Fig. 1: drive-strength map
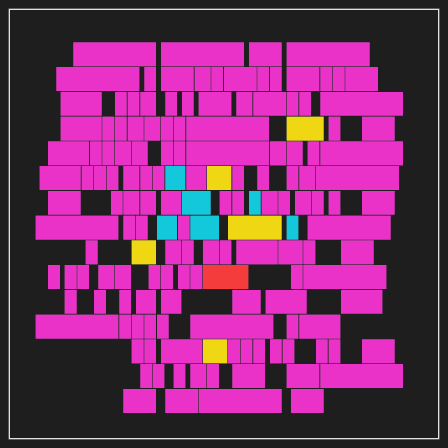
Fig. 2: routing congestion
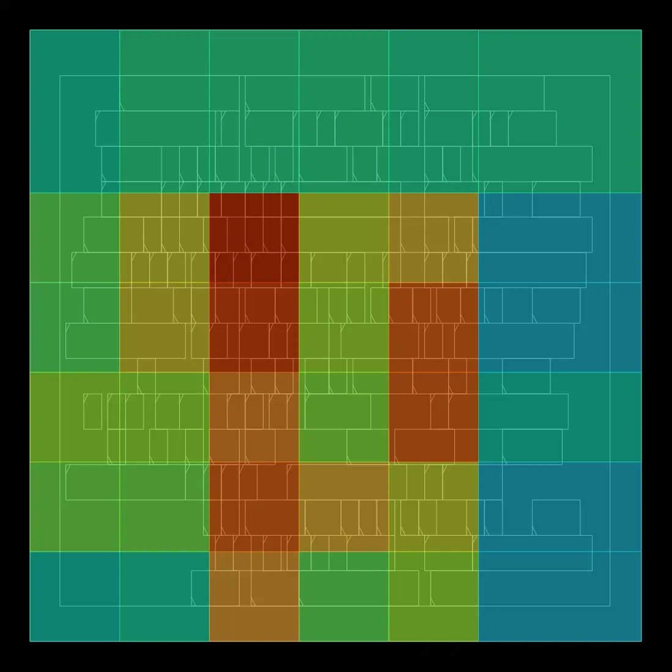
## config.mk

```make
export PLATFORM = sky130hd
export DESIGN_NAME = sar_search
export DESIGN_NICKNAME = d
export VERILOG_FILES = /design/src/rtl/sar_search.sv
export SDC_FILE = /design/constraint.sdc
export NUM_CORES = 1
export LEC_CHECK = 0
export ABC_AREA = 1
export CORE_MARGIN = 2
export CORE_UTILIZATION = 55
export DETAILED_ROUTE_END_ITERATION = 6
export PLACE_DENSITY = 0.94
export RECOVER_POWER = 50
export SLEW_MARGIN = 20
export SYNTH_ARGS = -nofsm -noshare
export SYNTH_HDL_FRONTEND = slang
export SYNTH_SLANG_ARGS = --single-unit
```

## constraint.sdc

```tcl
create_clock -name clk -period 4.2 [get_ports clk]
set_clock_uncertainty 0.15 [all_clocks]
set_input_delay 0.84 -clock clk [delete_from_list [all_inputs] [get_ports clk]]
set_output_delay 0.84 -clock clk [all_outputs]
set_load 0.05 [all_outputs]
```

## src/rtl/sar_search.sv

```systemverilog
// rtl/sar_search.sv - MSB-first successive-approximation search driving a magnitude comparator
module sar_search #(
    parameter int WIDTH = 4
) (
    input  logic             clk,
    input  logic             rst_n,
    input  logic             start,
    input  logic             aeb,
    input  logic             agb,
    input  logic             alb,
    output logic [WIDTH-1:0] guess,
    output logic             busy,
    output logic             done,
    output logic [WIDTH-1:0] result,
    output logic             found,
    output logic             err
);

    localparam logic [1:0] IDLE   = 2'd0;
    localparam logic [1:0] TEST   = 2'd1;
    localparam logic [1:0] VERIFY = 2'd2;

    localparam int IW = (WIDTH > 2) ? $clog2(WIDTH) : 1;
    localparam logic [WIDTH-1:0] MSB_ONLY = {1'b1, {(WIDTH-1){1'b0}}};
    localparam logic [IW-1:0]    IDX_TOP  = IW'(WIDTH - 1);

    logic [1:0]       state;
    logic [IW-1:0]    idx;
    logic [WIDTH-1:0] next_guess;
    logic             onehot;

    // Comparator health: exactly one of the three flags may be high.
    always_comb begin
        onehot = (aeb ^ agb ^ alb) & ~(aeb & agb & alb);
    end

    // Resolve the bit under test (drop it when the guess was too big) and
    // tentatively set the next lower bit for the following comparison.
    always_comb begin
        next_guess = guess;
        if (agb) begin
            next_guess[idx] = 1'b0;
        end
        if (idx != '0) begin
            next_guess[idx - 1'b1] = 1'b1;
        end
    end

    // Search sequencer: launch, walk the bits MSB first, then report.
    always_ff @(posedge clk or negedge rst_n) begin
        if (!rst_n) begin
            state  <= IDLE;
            idx    <= '0;
            guess  <= '0;
            result <= '0;
            busy   <= 1'b0;
            done   <= 1'b0;
            found  <= 1'b0;
            err    <= 1'b0;
        end else begin
            done <= 1'b0;
            case (state)
                IDLE: begin
                    if (start) begin
                        guess <= MSB_ONLY;
                        idx   <= IDX_TOP;
                        busy  <= 1'b1;
                        found <= 1'b0;
                        err   <= 1'b0;
                        state <= TEST;
                    end
                end
                TEST: begin
                    if (!onehot) begin
                        err    <= 1'b1;
                        found  <= 1'b0;
                        result <= guess;
                        done   <= 1'b1;
                        busy   <= 1'b0;
                        state  <= IDLE;
                    end else if (aeb) begin
                        result <= guess;
                        found  <= 1'b1;
                        done   <= 1'b1;
                        busy   <= 1'b0;
                        state  <= IDLE;
                    end else begin
                        guess <= next_guess;
                        if (idx != '0) begin
                            idx <= idx - 1'b1;
                        end else begin
                            state <= VERIFY;
                        end
                    end
                end
                VERIFY: begin
                    result <= guess;
                    found  <= aeb;
                    err    <= ~onehot;
                    done   <= 1'b1;
                    busy   <= 1'b0;
                    state  <= IDLE;
                end
                default: begin
                    state <= IDLE;
                    busy  <= 1'b0;
                end
            endcase
        end
    end

endmodule
```

==> results.toml <==
# yosys + openroad results
[status]
status = "finished, final reports clean"

[setup_path]
crit_buf_inv = 1
reg2reg_from = "state[1]$_DFFE_PN0P_"
cpMaxStageDelayCell = "clkdlybuf4s50_1"
crit_arrival_ns = 1.57
critPathLaunchType = "flop"
max_stage_delay_ns = 0.84
r2r_end = "result[1]$_DFFE_PN0P_"
regToRegSetupSlack_ns = 2.26
cp_max_fo = 5
rr_worst_depth = 6
crit_required_ns = 3.21
worstSetupEndpointType = "output pin"
cp_top_family = "buffers and inverters"
path_cells = "clkdlybuf4s50_1"

[place]
placed_cell_area_sq_um = 1209
gp_congestion = 0.9300
placed_cells = 173
dp_hpwl_mm = 1.588
portBuffers = 17
dp_slack_ns = 1.606

[job]
drv_cap = 0
warnings = 32

[routing]
drt_iter0_drc = 26
dr.pass1.iters = 4
avgRoutedWirePerCell_um = 11.85
drc = 0
ant_nets = 0
vias = 907
totalWireLength_mm = 2.098

[final_timing]
setup_tns_ns = 0
finalClockPeriodUsage_pct = 60.95
finalSetupViolCount = 0
fmax_ghz = 0.3906
rsz0062_at_grt = "no"
drv_slew = 0
worst_pin_slew_ns = 0.7284
slew_headroom_pct = 51.28
hold_violations = 0
period_needed_ns = 2.560

[clock_tree]
clk_pin_slew_ns = 0.09
cts-hold-fix-buffers = 0
clk_latency_ns = 0.29
cts_buffer_depth = 2
cts_setup_buffers = 0
cts_root_buffer = "clkbuf_4"
cts_tree = "built"
cts_resized = 0
cts.sinks = 16
cts_inserted_buffers = 3
ctsHtreeMaxLevel = 1

[final_layout]
drive_gt1_share_pct = 7.895
nFillCells = 138
layout_top_cell = "nand2_1"
insertedDiodeCount = 0
final_nets = 168
lay_top_cells = "54 x nand2_1, 16 x inv_1, 16 x dfrtp_1"
stdcell_count = 177

[grt]
grt_pass1_vias = 758
grt_pass1_wl_mm = 3.194
grt_overflow_total = 0
antenna_found_initial = 0
grt_max_degree = 17

[die]
core_area_sq_um = 1727
die_x_um = 47.03
fp_util_pct = 58.99
ioPinCount = 18
die_h_um = 47.03
fp-row-count = 15
dieArea_sq_um = 2212

[logic_synthesis]
syn_area_sq_um = 1018
ys_types = 19
synthesis.instances = 132
ys_seq_share_pct = 39.31
yosysWarnings = 0
syn_nets = 147
synth_flop_count = 16
postSynthAreaPerCell_sq_um = 7.716
ys_chip_area_sq_um = 1018
ys_cells = 132

[hold_path]
holdPathStages = 2
min_from = "result[3]$_DFFE_PN0P_"
whs_endpoint = "result[3]$_DFFE_PN0P_"
hp-class = "reg -> reg"

[pwr]
p_leak_nw = 0.6463
irDropWorstVdd_mv = 0.4177
## Picture notes: Fig. 1
[cyan] x2 | cells: 6 | share: 3.9%
[red] x6 and larger | cells: 1 | share: 0.66%
[magenta] x1 and smaller | cells: 140 | share: 92%
[yellow] x3 and x4 | cells: 5 | share: 3.3%
final worst setup slack: 1.640 ns
fin area: 1227 sq um
Area Overhead vs Synth: 20.52%
Non-clk bufs: 17

## Picture notes: Fig. 2
M3 GR Usage: 3.846%
Total GRT Usage: 20.66%
gr busiest metal: met2
Final Util: 71.09%

cells by family after synthesis:
logic type / share of synthesized area, %
and+or+nand+nor: 34.03
DFF: 39.31
adders and majority gates: 11.06
AOI/OAI and AO/OA: 7.863
buffers and inverters: 7.740
stage by stage:
stage / power, W / util (%) / hold slack [ns]
3_5_place_dp: 0.0009215 / 70.00 / 0.3108
2_1_floorplan: 0.0007546 / - / 0.3715
6_report: 0.001022 / 71.09 / 0.3282
3_3_place_gp: 0.0009005 / 70.00 / 0.3060
4_1_cts: 0.001028 / 72.10 / 0.3339
5_1_grt: 0.001094 / 71.09 / 0.3543
final cells by class:
class	count	area (sq um)	share of cell area (%)
clock buffer	4	36.28	2.956
inverter	18	67.56	5.505
multi-input combinational	97	521.8	42.51
sequential	16	400.4	32.62
tap	25	31.28	2.548
timing repair buffer	17	170.2	13.86
layer usage:
metal	track usage (%)	share of wire (%)	vias to the layer above	wire length [um]
met1	27.90	48	409	1006
met5	0	0	-	0
met4	11.11	2.9	0	60
met2	31.23	46	26	959
met3	3.846	3.4	11	71
li1	-	-	461	-
Yosys cell counts, drive strengths merged:
cell type | instances | area, sq um
a21oi | 4 | 31.28
nand4 | 4 | 40.04
o2111ai | 1 | 8.760
dfrtp | 16 | 400.4
nand2 | 55 | 211.5
nor2 | 4 | 25.03
ha | 9 | 112.6
inv | 18 | 67.57
buf | 1 | 11.26
a22oi | 1 | 7.510
nand3 | 14 | 70.07
o21ai | 5 | 32.53
state kept, by name (all words and copies together), names as in the netlist:
| signal | count |
|---|---|
| guess | 4 |
| result | 4 |
| idx | 2 |
| done | 1 |
| busy | 1 |
| state | 2 |
| err | 1 |
| found | 1 |
how the worst max path moves through the flow:
stage,startpoint,end,cells past startpoint
after detailed placement,agb,guess[0]$_DFFE_PN0P_,8
after CTS,guess[0]$_DFFE_PN0P_,guess[0],1
after global placement,agb,guess[3]$_DFFE_PN0P_,8
after floorplan,aeb,guess[0]$_DFFE_PN0P_,7
final,guess[0]$_DFFE_PN0P_,guess[0],1
after global routing,agb,busy$_DFFE_PN0P_,8
where the power goes:
part           total (W)  switching (W)  internal, W
sequential      0.000275      0.0000560     0.000219
combinational   0.000643       0.000434     0.000209
clock           0.000105      0.0000520    0.0000529
total            0.00102       0.000542     0.000480
Power is estimated from default activity; no workload was simulated.
